==> images/floorplan.png <==
Pins as bars on the die edge. Tap cells in grey.
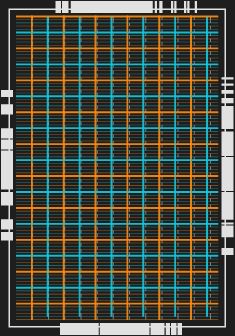
==> images/class_map.png <==
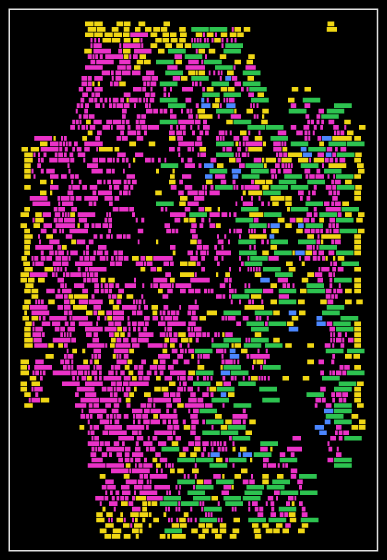
==> images/clock_wires.png <==
Bar = 50 microns.
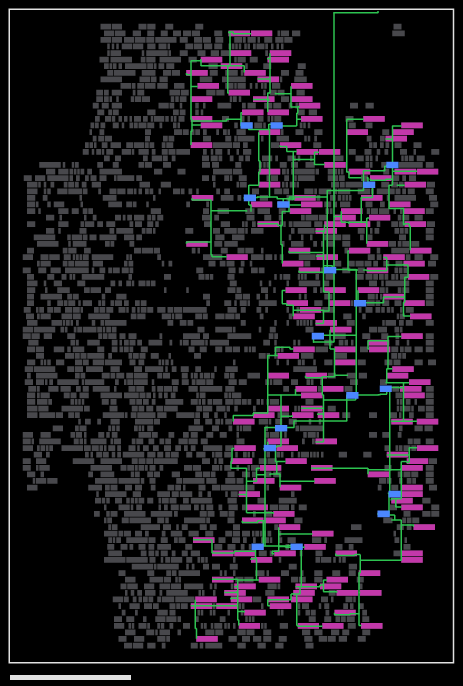
**config.mk**
```make
export PLATFORM = sky130hd
export DESIGN_NAME = branch_resolver_flat
export DESIGN_NICKNAME = d
export VERILOG_FILES = /design/src/rtl/branch_resolver_if.sv /design/src/rtl/branch_resolver.sv /design/src/flat_wrapper.sv
export SDC_FILE = /design/constraint.sdc
export NUM_CORES = 1
export LEC_CHECK = 0
export CAP_MARGIN = 40
export CORE_ASPECT_RATIO = 1.5
export CORE_MARGIN = 5
export CORE_UTILIZATION = 30
export CTS_BUF_LIST = sky130_fd_sc_hd__clkbuf_8
export DETAILED_ROUTE_END_ITERATION = 16
export GPL_TIMING_DRIVEN = 0
export PLACE_DENSITY = 0.58
export SETUP_SLACK_MARGIN = 0.05
export SYNTH_ARGS = -nofsm -noshare
export SYNTH_HDL_FRONTEND = slang
export SYNTH_SLANG_ARGS = --single-unit
```
**constraint.sdc**
```tcl
create_clock -name clk -period 4.2 [get_ports clk]
set_clock_uncertainty 0.1 [all_clocks]
set_input_delay 0.42 -clock clk [delete_from_list [all_inputs] [get_ports clk]]
set_output_delay 0.42 -clock clk [all_outputs]
set_load 0.01 [all_outputs]
```
**src/rtl/branch_resolver_if.sv**
```systemverilog
// ============================================================================
// branch_resolver_if : EX-stage control-flow inputs and predictor/flush outputs
// Revision: 1.0
// ============================================================================
`default_nettype none

interface branch_resolver_if #(
  parameter int COUNT_W = 32
);
  logic               ex_valid;
  logic               ex_stall;
  logic               ex_is_branch;
  logic               ex_is_jal;
  logic               ex_is_jalr;
  logic [2:0]         ex_funct3;
  logic [31:0]        ex_rs1;
  logic [31:0]        ex_rs2;
  logic [31:0]        ex_imm;
  logic [31:0]        ex_pc;
  logic [31:0]        ex_pred_pc;

  logic               br_update;
  logic               br;
  logic               br_JALR;
  logic [31:0]        br_address;
  logic [31:0]        br_pc;
  logic               flush;
  logic [31:0]        redirect_pc;
  logic [COUNT_W-1:0] br_count;
  logic [COUNT_W-1:0] mispred_count;

  modport master (
    output ex_valid, ex_stall, ex_is_branch, ex_is_jal, ex_is_jalr,
           ex_funct3, ex_rs1, ex_rs2, ex_imm, ex_pc, ex_pred_pc,
    input  br_update, br, br_JALR, br_address, br_pc, flush, redirect_pc,
           br_count, mispred_count
  );

  modport slave (
    input  ex_valid, ex_stall, ex_is_branch, ex_is_jal, ex_is_jalr,
           ex_funct3, ex_rs1, ex_rs2, ex_imm, ex_pc, ex_pred_pc,
    output br_update, br, br_JALR, br_address, br_pc, flush, redirect_pc,
           br_count, mispred_count
  );
endinterface

`default_nettype wire

```
**src/rtl/branch_resolver.sv**
```systemverilog
// ============================================================================
// branch_resolver : EX-stage branch/JAL/JALR resolution, mispredict flush, stats
// Revision: 1.0
// ============================================================================
`default_nettype none

module branch_resolver #(
  parameter int FLUSH_CYCLES = 2,
  parameter int COUNT_W      = 32
) (
  input  logic             clk,
  input  logic             rst_n,
  branch_resolver_if.slave bus_io
);

  typedef enum logic [0:0] {
    IDLE  = 1'b0,
    FLUSH = 1'b1
  } state_e;

  localparam logic [3:0] c_FLUSH_LOAD = 4'(FLUSH_CYCLES - 1);

  state_e       state_q, state_d;
  logic [3:0]   cnt_q, cnt_d;
  logic [31:0]  redirect_q, redirect_d;

  logic               update_q;
  logic               br_q;
  logic               jalr_q;
  logic [31:0]        addr_q;
  logic [31:0]        pc_q;
  logic [COUNT_W-1:0] br_cnt_q;
  logic [COUNT_W-1:0] mis_cnt_q;

  logic        w_one_type;
  logic        w_accept;
  logic        w_cond;
  logic        w_taken;
  logic        w_mispred;
  logic [31:0] w_pc_sum;
  logic [31:0] w_rs_sum;
  logic [31:0] w_target;
  logic [31:0] w_actual;

  assign w_one_type = $onehot({bus_io.ex_is_branch, bus_io.ex_is_jal, bus_io.ex_is_jalr});
  assign w_accept   = bus_io.ex_valid && !bus_io.ex_stall && (state_q == IDLE) && w_one_type;

  assign w_pc_sum = bus_io.ex_pc + bus_io.ex_imm;
  assign w_rs_sum = bus_io.ex_rs1 + bus_io.ex_imm;
  assign w_target = bus_io.ex_is_jalr ? (w_rs_sum & ~32'd1) : w_pc_sum;

  always_comb begin
    w_cond = 1'b0;
    case (bus_io.ex_funct3)
      3'b000:  w_cond = (bus_io.ex_rs1 == bus_io.ex_rs2);
      3'b001:  w_cond = (bus_io.ex_rs1 != bus_io.ex_rs2);
      3'b100:  w_cond = ($signed(bus_io.ex_rs1) <  $signed(bus_io.ex_rs2));
      3'b101:  w_cond = ($signed(bus_io.ex_rs1) >= $signed(bus_io.ex_rs2));
      3'b110:  w_cond = (bus_io.ex_rs1 <  bus_io.ex_rs2);
      3'b111:  w_cond = (bus_io.ex_rs1 >= bus_io.ex_rs2);
      default: w_cond = 1'b0;
    endcase
  end

  assign w_taken   = bus_io.ex_is_jal || bus_io.ex_is_jalr || (bus_io.ex_is_branch && w_cond);
  assign w_actual  = w_taken ? w_target : (bus_io.ex_pc + 32'd4);
  assign w_mispred = (w_actual != bus_io.ex_pred_pc);

  // While in FLUSH every EX input is wrong-path, so only the counter matters.
  always_comb begin
    state_d    = state_q;
    cnt_d      = cnt_q;
    redirect_d = redirect_q;
    case (state_q)
      IDLE: begin
        if (w_accept && w_mispred) begin
          state_d    = FLUSH;
          cnt_d      = c_FLUSH_LOAD;
          redirect_d = w_actual;
        end
      end
      FLUSH: begin
        if (cnt_q == 4'd0) begin
          state_d = IDLE;
        end else begin
          cnt_d = cnt_q - 4'd1;
        end
      end
      default: begin
        state_d = IDLE;
        cnt_d   = 4'd0;
      end
    endcase
  end

  always_ff @(posedge clk or negedge rst_n) begin
    if (!rst_n) begin
      state_q    <= IDLE;
      cnt_q      <= 4'd0;
      redirect_q <= 32'd0;
    end else begin
      state_q    <= state_d;
      cnt_q      <= cnt_d;
      redirect_q <= redirect_d;
    end
  end

  always_ff @(posedge clk or negedge rst_n) begin
    if (!rst_n) begin
      update_q  <= 1'b0;
      br_q      <= 1'b0;
      jalr_q    <= 1'b0;
      addr_q    <= 32'd0;
      pc_q      <= 32'd0;
      br_cnt_q  <= '0;
      mis_cnt_q <= '0;
    end else begin
      update_q <= w_accept;
      if (w_accept) begin
        br_q   <= w_taken;
        jalr_q <= bus_io.ex_is_jalr;
        addr_q <= w_target;
        pc_q   <= bus_io.ex_pc;
        if (br_cnt_q != '1) begin
          br_cnt_q <= br_cnt_q + 1'b1;
        end
        if (w_mispred && (mis_cnt_q != '1)) begin
          mis_cnt_q <= mis_cnt_q + 1'b1;
        end
      end
    end
  end

  assign bus_io.br_update     = update_q;
  assign bus_io.br            = br_q;
  assign bus_io.br_JALR       = jalr_q;
  assign bus_io.br_address    = addr_q;
  assign bus_io.br_pc         = pc_q;
  assign bus_io.flush         = (state_q == FLUSH);
  assign bus_io.redirect_pc   = redirect_q;
  assign bus_io.br_count      = br_cnt_q;
  assign bus_io.mispred_count = mis_cnt_q;

endmodule

`default_nettype wire

```
**src/flat_wrapper.sv**
```systemverilog
// flat-port wrapper written by rule: the top's interface ports become plain ports
module branch_resolver_flat 
#(
  parameter int FLUSH_CYCLES = 2,
  parameter int COUNT_W      = 32
)
  (clk, rst_n, bus_io_ex_valid, bus_io_ex_stall, bus_io_ex_is_branch, bus_io_ex_is_jal, bus_io_ex_is_jalr, bus_io_ex_funct3, bus_io_ex_rs1, bus_io_ex_rs2, bus_io_ex_imm, bus_io_ex_pc, bus_io_ex_pred_pc, bus_io_br_update, bus_io_br, bus_io_br_JALR, bus_io_br_address, bus_io_br_pc, bus_io_flush, bus_io_redirect_pc, bus_io_br_count, bus_io_mispred_count);
  branch_resolver_if #(.COUNT_W(COUNT_W)) bus_io_i ();
  input  logic clk;
  input  logic rst_n;
  input wire logic [$bits(bus_io_i.ex_valid)-1:0] bus_io_ex_valid;
  input wire logic [$bits(bus_io_i.ex_stall)-1:0] bus_io_ex_stall;
  input wire logic [$bits(bus_io_i.ex_is_branch)-1:0] bus_io_ex_is_branch;
  input wire logic [$bits(bus_io_i.ex_is_jal)-1:0] bus_io_ex_is_jal;
  input wire logic [$bits(bus_io_i.ex_is_jalr)-1:0] bus_io_ex_is_jalr;
  input wire logic [$bits(bus_io_i.ex_funct3)-1:0] bus_io_ex_funct3;
  input wire logic [$bits(bus_io_i.ex_rs1)-1:0] bus_io_ex_rs1;
  input wire logic [$bits(bus_io_i.ex_rs2)-1:0] bus_io_ex_rs2;
  input wire logic [$bits(bus_io_i.ex_imm)-1:0] bus_io_ex_imm;
  input wire logic [$bits(bus_io_i.ex_pc)-1:0] bus_io_ex_pc;
  input wire logic [$bits(bus_io_i.ex_pred_pc)-1:0] bus_io_ex_pred_pc;
  output wire logic [$bits(bus_io_i.br_update)-1:0] bus_io_br_update;
  output wire logic [$bits(bus_io_i.br)-1:0] bus_io_br;
  output wire logic [$bits(bus_io_i.br_JALR)-1:0] bus_io_br_JALR;
  output wire logic [$bits(bus_io_i.br_address)-1:0] bus_io_br_address;
  output wire logic [$bits(bus_io_i.br_pc)-1:0] bus_io_br_pc;
  output wire logic [$bits(bus_io_i.flush)-1:0] bus_io_flush;
  output wire logic [$bits(bus_io_i.redirect_pc)-1:0] bus_io_redirect_pc;
  output wire logic [$bits(bus_io_i.br_count)-1:0] bus_io_br_count;
  output wire logic [$bits(bus_io_i.mispred_count)-1:0] bus_io_mispred_count;
  assign bus_io_i.ex_valid = bus_io_ex_valid;
  assign bus_io_i.ex_stall = bus_io_ex_stall;
  assign bus_io_i.ex_is_branch = bus_io_ex_is_branch;
  assign bus_io_i.ex_is_jal = bus_io_ex_is_jal;
  assign bus_io_i.ex_is_jalr = bus_io_ex_is_jalr;
  assign bus_io_i.ex_funct3 = bus_io_ex_funct3;
  assign bus_io_i.ex_rs1 = bus_io_ex_rs1;
  assign bus_io_i.ex_rs2 = bus_io_ex_rs2;
  assign bus_io_i.ex_imm = bus_io_ex_imm;
  assign bus_io_i.ex_pc = bus_io_ex_pc;
  assign bus_io_i.ex_pred_pc = bus_io_ex_pred_pc;
  assign bus_io_br_update = bus_io_i.br_update;
  assign bus_io_br = bus_io_i.br;
  assign bus_io_br_JALR = bus_io_i.br_JALR;
  assign bus_io_br_address = bus_io_i.br_address;
  assign bus_io_br_pc = bus_io_i.br_pc;
  assign bus_io_flush = bus_io_i.flush;
  assign bus_io_redirect_pc = bus_io_i.redirect_pc;
  assign bus_io_br_count = bus_io_i.br_count;
  assign bus_io_mispred_count = bus_io_i.mispred_count;
  branch_resolver #(.FLUSH_CYCLES(FLUSH_CYCLES), .COUNT_W(COUNT_W)) u_core (.clk(clk), .rst_n(rst_n), .bus_io(bus_io_i));
endmodule
```
==> impl_metrics.tcl <==
# collected from the flow reports
set metrics [dict create \
    outcome "finished with violations" \
    violations "negative setup slack" \
    final-hold-violation-count 0 \
    combGateArea_sq_um 10300 \
    drv_cap 0 \
    viasPerCell 5.29 \
    grt_usage_pct 22.4 \
    critPathKind "input pin to register" \
    area_delta_synth_final_pct 52.0 \
    dr.pass1.iters 5 \
    drive_gt1_share_pct 18.9 \
    clkCellAreaFrac_pct 1.78 \
    critPathLaunchType "input pin" \
    holdPathStages 3 \
    ys.flops 168 \
    cts_buffer_depth 2 \
    worstPathRequired_ps 4480 \
    cts_root_buf "clkbuf_8" \
    syn_inst 1585 \
    area_dominant_class "multi-input combinational cells" \
    htreeDepth 4 \
    ys_warn_count 0 \
    final_cell_mix "267 x clkdlybuf4s50_1, 250 x nand2_1, 168 x dfrtp_1" \
    slew_violations 0 \
    warning_count 32 \
    finalSetupViolations 69 \
    worst_pin_slew_ps 733 \
    worst_slack_ps -770 \
    chipArea_sq_um 49300 \
    clk_pin_slew_worst_paths_ps 110 \
    synth_cell_type_count 84 \
    buffer_area_share_pct 22.2 \
    insertedDiodeCount 12 \
    ys_async_sr_fraction_pct 100 \
    grt_pass1_wl_microns 84700 \
    yosys-stat-area_sq_um 13500 \
    yosys_most_used_dff "dfrtp_1" \
    core_sq_um 44600 \
    ys_cells 1585 \
    syn_area_per_cell_sq_um 8.49 \
    nNonClkInverters 62 \
    numCtsBuffers 17 \
    min_from "bus_io_ex_pc[3]" \
    rr_startpoint "u_core.bus_io.mispred_count[9]$_DFFE_PN0P_" \
    fmax_ghz 0.201 \
    dpl.hpwl_microns 46800 \
    num_vias 13872 \
    antenna_found_initial 16 \
    boundaryPins 334 \
    final-instance-count-excl-fill 2621 \
    crit_path_max_fanout 10 \
    seq_cell_count 168 \
    max-slew-margin-rel_pct 50.8 \
    antenna_left 0 \
    leakage_nw 8.98 \
    arrival_ps 5250 \
    rows 95 \
    dpl.cell_count 2506 \
    finalCritPeriodShare_pct 118 \
    hold-path-endpoint "u_core.bus_io.br_pc[3]$_DFFE_PN0P_" \
    signal_buffers 467 \
    end_kind "register" \
    place_congestion 0.933 \
    powerDensity_nw_per_um2 364 \
    hp-class "input pin to register" \
    layout_top_cell "clkdlybuf4s50_1" \
    grt_max_degree 118 \
    post-route-min-period_ps 4970 \
    die_w_microns 183 \
    totalNegativeSetupSlack_ps -48180 \
    ys_seq_share_pct 31.2 \
    r2r-end "u_core.bus_io.mispred_count[23]$_DFFE_PN0P_" \
    grt-ovfl-total 0 \
    die_h_microns 269 \
    wl_microns 58000 \
    wl_per_cell_microns 22.1 \
    drtIter0Drc 806 \
    post-route-drc-count 0 \
    utilization_pct 45.9 \
    seq_area_share_pct 20.6 \
]
About floorplan.png:
orange -> VSS
cyan -> VDD
signal pins = 334
rows = 95

About class_map.png:
blue -> clock drivers and dummy loads  # cells 32, share of their area 1.8%
magenta -> remaining logic cells  # cells 1360, share of their area 54%
yellow -> remaining buffers and delay cells  # cells 467, share of their area 23%
green -> registers  # cells 168, share of their area 21%

About clock_wires.png:
green -> clock wires  # length 2280 microns
blue -> clock-net drivers  # count 17
magenta -> flip-flops  # count 168
routed clock nets = 18

==> synth_stat cells (all sizes together) (41+ instances only) <==
master | instances | area (sq um)
nand3 | 60 | 300
o21ai | 84 | 420
a21oi | 87 | 435
ha | 97 | 1210
xnor2 | 81 | 709
nand2 | 252 | 946
inv | 61 | 229
nand4 | 42 | 263
xor2 | 86 | 753
nor3 | 43 | 220
mux2 | 41 | 462
dfrtp | 168 | 4200
nor2 | 73 | 277
==> per-stage QoR <==
stage                     setup slack [ps]  power [mW]  hold WS, ps
after floorplan                       -586        3.96         24.4
after global placement               -4710        5.86          362
after detailed placement             -2890        5.92          277
after CTS                             -882        7.25         65.5
after global routing                  -857        7.87          130
final                                 -770        7.44          147
==> registers in the layout (all words and copies together), names as in the netlist <==
register and count:
u_core.bus_io.flush 1, u_core.bus_io.br 1, u_core.bus_io.br_count 32, u_core.bus_io.br_update 1
u_core.bus_io.mispred_count 32, u_core.bus_io.br_pc 32, u_core.bus_io.redirect_pc 32, u_core.bus_io.br_address 32
u_core.cnt_q 4, u_core.bus_io.br_JALR 1
==> kinds of logic after synthesis <==
group | Yosys count | synth area share, %
and+or+nand+nor | 615 | 22.3
AOI/OAI and AO/OA | 349 | 17.0
xor gates and xnor gates | 169 | 11.2
DFF | 168 | 31.2
buffers and inverters | 119 | 3.49
adders and majority gates | 100 | 9.47
muxes | 65 | 5.24
==> worst max-delay path: stages <==
cell and delay [ps]:
clkdlybuf4s50_1 510, ha_4 320, and4_4 230, nor3b_4 250, buf_4 160, nand3_2 90, xnor2_2 180, o31a_1 210
o31ai_4 120, o31ai_4 230, buf_6 160, buf_12 130, mux2i_4 320, xnor2_4 190, nand4_1 220, or4_4 500
nor4b_4 240, buf_6 170, nor2_4 80, buf_8 200, mux2_1 310
==> power by group <==
part	switching, mW	leakage [nW]	total [mW]	internal (mW)
clock network	0.691	0.188	1.12	0.433
logic	1.91	6.63	3.86	1.95
registers	0.335	2.17	2.46	2.13
==> what timing repair did <==
| action | 4_1_cts | 5_1_grt |
|---|---|---|
| setup endpoints to repair | 168 | 164 |
| pin swaps | 44 | 59 |
| gates cloned | 3 | 1 |
| buffers inserted | 37 | 32 |
| resized | 204 | 241 |
| hold buffers | 1 | 0 |
| endpoints found under the hold margin | 51 | 0 |
==> how the worst max path moves through the flow <==
stage          cells past startpoint         startpoint                                        end
2_1_floorplan                     18    bus_io_ex_pc[0]   u_core.bus_io.redirect_pc[0]$_DFFE_PN0P_
3_3_place_gp                       1              rst_n      u_core.bus_io.br_count[5]$_DFFE_PN0P_
3_5_place_dp                      21  bus_io_ex_rs2[31]  u_core.bus_io.redirect_pc[23]$_DFFE_PN0P_
4_1_cts                           17   bus_io_ex_rs1[2]   u_core.bus_io.redirect_pc[0]$_DFFE_PN0P_
5_1_grt                           21  bus_io_ex_rs1[14]   u_core.bus_io.redirect_pc[9]$_DFFE_PN0P_
6_report                          21  bus_io_ex_rs1[14]   u_core.bus_io.redirect_pc[0]$_DFFE_PN0P_
==> routing by layer <==
layer  GRT usage [%]  vias to the layer above  share of wire, %
li1                -                     6598                 -
met1            24.0                     6685                37
met2            41.4                      445                53
met3            3.07                      138               4.4
met4            12.8                        6               6.1
met5               0                        -             0.079
Power and IR drop assume default switching activity.
